==> images/util_map.png <==
The die is cut into 5 by 7 equal tiles; black is low, pale yellow is high, 0 to 100% covered.
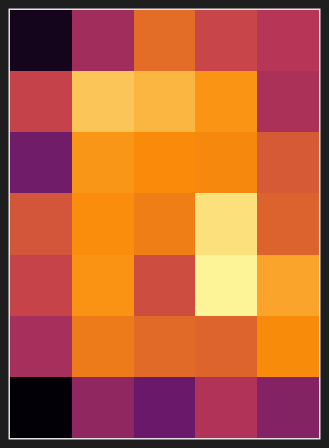
==> images/congestion_map.png <==
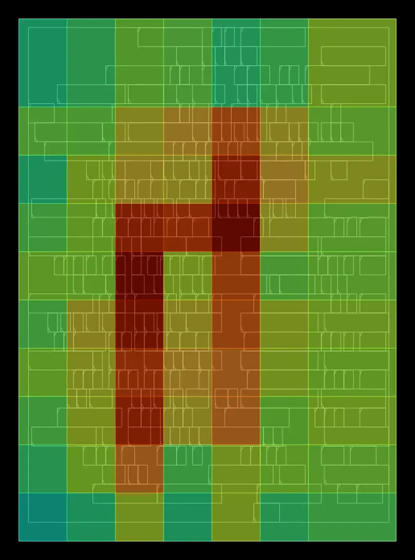
==> images/sizing.png <==
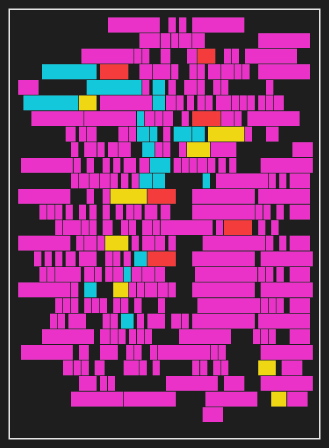
==> images/class_map.png <==
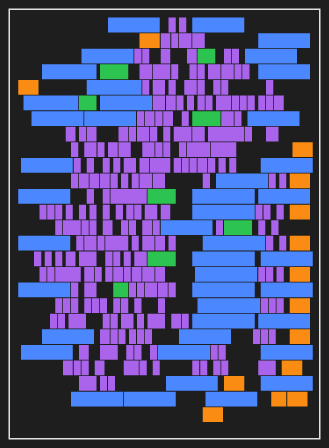
===== src/rtl/uart_pkg.sv =====
// Shared UART constants and receiver state encoding, common to the TX and RX sides.
package uart_pkg;

    localparam int DEFAULT_BAUD_DIV = 5000;
    localparam int DATA_BITS        = 8;
    localparam int CON_W            = 13;
    localparam logic STOP_LEVEL     = 1'b1;

    typedef enum logic [2:0] {
        ST_IDLE  = 3'd0,
        ST_START = 3'd1,
        ST_DATA  = 3'd2,
        ST_STOP  = 3'd3,
        ST_BREAK = 3'd4
    } rx_state_t;

endpackage


===== src/rtl/uart_rx_sync.sv =====
// Two-flop synchroniser for an asynchronous input, with a registered copy for falling-edge detection.
module uart_rx_sync (
    input  logic clk,
    input  logic res,
    input  logic rx,
    output logic rx_s,
    output logic fall
);

    logic rx_meta;
    logic rx_d;

    // Idle-high reset so a line that is already high never looks like an edge.
    always_ff @(posedge clk or negedge res) begin
        if (!res) begin
            rx_meta <= 1'b1;
            rx_s    <= 1'b1;
            rx_d    <= 1'b1;
        end else begin
            rx_meta <= rx;
            rx_s    <= rx_meta;
            rx_d    <= rx_s;
        end
    end

    assign fall = rx_d & ~rx_s;

endmodule


===== src/rtl/uart_rxer_frame.sv =====
// 8N1 UART receiver: mid-bit sampling from a detected start edge, byte strobe and framing-error strobe.
module uart_rxer_frame
    import uart_pkg::*;
#(
    parameter int BAUD_DIV = DEFAULT_BAUD_DIV
) (
    input  logic       clk,
    input  logic       res,
    input  logic       RX,
    output logic [7:0] data_out,
    output logic       en_data_out,
    output logic       frame_err,
    output logic       busy
);

    localparam logic [CON_W-1:0] HALF_LAST = CON_W'(BAUD_DIV / 2 - 1);
    localparam logic [CON_W-1:0] FULL_LAST = CON_W'(BAUD_DIV - 1);
    localparam logic [3:0]       LAST_BIT  = 4'(DATA_BITS - 1);

    logic                 rx_s;
    logic                 fall;
    rx_state_t            state;
    logic [CON_W-1:0]     con;
    logic [3:0]           bits;
    logic [DATA_BITS-1:0] shift;

    uart_rx_sync u_sync (
        .clk  (clk),
        .res  (res),
        .rx   (RX),
        .rx_s (rx_s),
        .fall (fall)
    );

    // Data path: the shift register carries no control meaning, so it needs no reset.
    always_ff @(posedge clk) begin
        if (state == ST_DATA && con == FULL_LAST)
            shift <= {rx_s, shift[DATA_BITS-1:1]};
    end

    always_ff @(posedge clk or negedge res) begin
        if (!res) begin
            state       <= ST_IDLE;
            con         <= '0;
            bits        <= '0;
            data_out    <= '0;
            en_data_out <= 1'b0;
            frame_err   <= 1'b0;
            busy        <= 1'b0;
        end else begin
            en_data_out <= 1'b0;
            frame_err   <= 1'b0;
            case (state)
                ST_IDLE: begin
                    busy <= 1'b0;
                    if (fall) begin
                        con   <= '0;
                        busy  <= 1'b1;
                        state <= ST_START;
                    end
                end
                ST_START: begin
                    if (con == HALF_LAST) begin
                        if (!rx_s) begin
                            con   <= '0;
                            bits  <= '0;
                            state <= ST_DATA;
                        end else begin
                            busy  <= 1'b0;
                            state <= ST_IDLE;
                        end
                    end else begin
                        con <= con + 1'b1;
                    end
                end
                ST_DATA: begin
                    if (con == FULL_LAST) begin
                        con  <= '0;
                        bits <= bits + 4'd1;
                        if (bits == LAST_BIT)
                            state <= ST_STOP;
                    end else begin
                        con <= con + 1'b1;
                    end
                end
                ST_STOP: begin
                    if (con == FULL_LAST) begin
                        con <= '0;
                        if (rx_s == STOP_LEVEL) begin
                            data_out    <= shift;
                            en_data_out <= 1'b1;
                            busy        <= 1'b0;
                            state       <= ST_IDLE;
                        end else begin
                            frame_err <= 1'b1;
                            state     <= ST_BREAK;
                        end
                    end else begin
                        con <= con + 1'b1;
                    end
                end
                ST_BREAK: begin
                    // A held-low line must go high before a new start edge can be seen.
                    if (rx_s) begin
                        busy  <= 1'b0;
                        state <= ST_IDLE;
                    end
                end
                default: begin
                    busy  <= 1'b0;
                    state <= ST_IDLE;
                end
            endcase
        end
    end

endmodule


===== config.mk =====
export PLATFORM = sky130hd
export DESIGN_NAME = uart_rxer_frame
export DESIGN_NICKNAME = d
export VERILOG_FILES = /design/src/rtl/uart_pkg.sv /design/src/rtl/uart_rx_sync.sv /design/src/rtl/uart_rxer_frame.sv
export SDC_FILE = /design/constraint.sdc
export NUM_CORES = 1
export LEC_CHECK = 0
export ABC_AREA = 1
export CAP_MARGIN = 20
export CORE_ASPECT_RATIO = 1.4
export CORE_UTILIZATION = 58
export CTS_CLUSTER_SIZE = 30
export DETAILED_ROUTE_END_ITERATION = 16
export GPL_ROUTABILITY_DRIVEN = 0
export PLACE_DENSITY = 0.88
export SLEW_MARGIN = 0
export SYNTH_ARGS = -nofsm -noshare
export SYNTH_HDL_FRONTEND = slang
export SYNTH_SLANG_ARGS = --single-unit

===== constraint.sdc =====
create_clock -name clk -period 2.4 [get_ports clk]
set_input_delay 0.36 -clock clk [delete_from_list [all_inputs] [get_ports clk]]
set_output_delay 0.36 -clock clk [all_outputs]
set_load 0.005 [all_outputs]

==> ci_impl_report.md <==
### Metrics collected by this job

| Metric | Value |
|---|---|
| Die ar. | 4030 µm² |
| CP required | 2340 ps |
| Hold Fails Final Rpt | 0 |
| Register area | 1090 µm² |
| Clk_buf instances | 5 |
| WP depth | 5 |
| Total track usage | 23.2% |
| Largest cell class by area | sequential cells |
| Total power | between 0.0015 and 0.002 W |
| Placed Cells | 321 |
| CP Buf/Inv Count | 0 |
| Share of cells above drive strength 1 | between 10% and 20% |
| Comb pwr share | 31.6% |
| Most frequent logic cell in the layout | nand2_1 |
| Status | finished clean |
| Post-synth area from yosys stat | 2190 µm² |
| Min cycle time layout | about 1900 ps |
| Initial antenna violation count | 0 |
| Logic cell area | 968 µm² |
| Fillers | 305 |
| Max reg flops | 13 |
| TritonCTS clock tree | yes |
| Routed len/inst | 12.3 µm |
| Final Worst Setup Slack | 456 ps |
| Initial Utilization | 60.1% |
| Reg2reg path depth | 5 |
| HP Class | flop to flop |
| Xor/xnor share | 2.80% |
About util_map.png:
emptiest ninth of the die	south-west
mean over tiles	59%
nearly empty tiles	2.9%
fullest tile	98%
tiles over 75% full	26%

About congestion_map.png:
met3 GRT Util: 4.24%
global routing met1 resource utilization: 28.1%

About sizing.png:
size	color	cells
x2	cyan	19
x3 and x4	yellow	8
x1 and smaller	magenta	254
x6 and larger	red	6

About class_map.png:
class	color	cells	share of their area
sequential cells	blue	42	46%
clock drivers and dummy loads	green	8	3.9%
remaining logic cells	purple	223	44%
remaining buffers and delay cells	orange	14	5.8%
core area: 3640 µm²
Post-Route Utilization: 66.9%
Final Cell Area: 2440 µm²
Seq area share: 44.9%

No activity file was given, so power comes from the tool's default toggle rates.
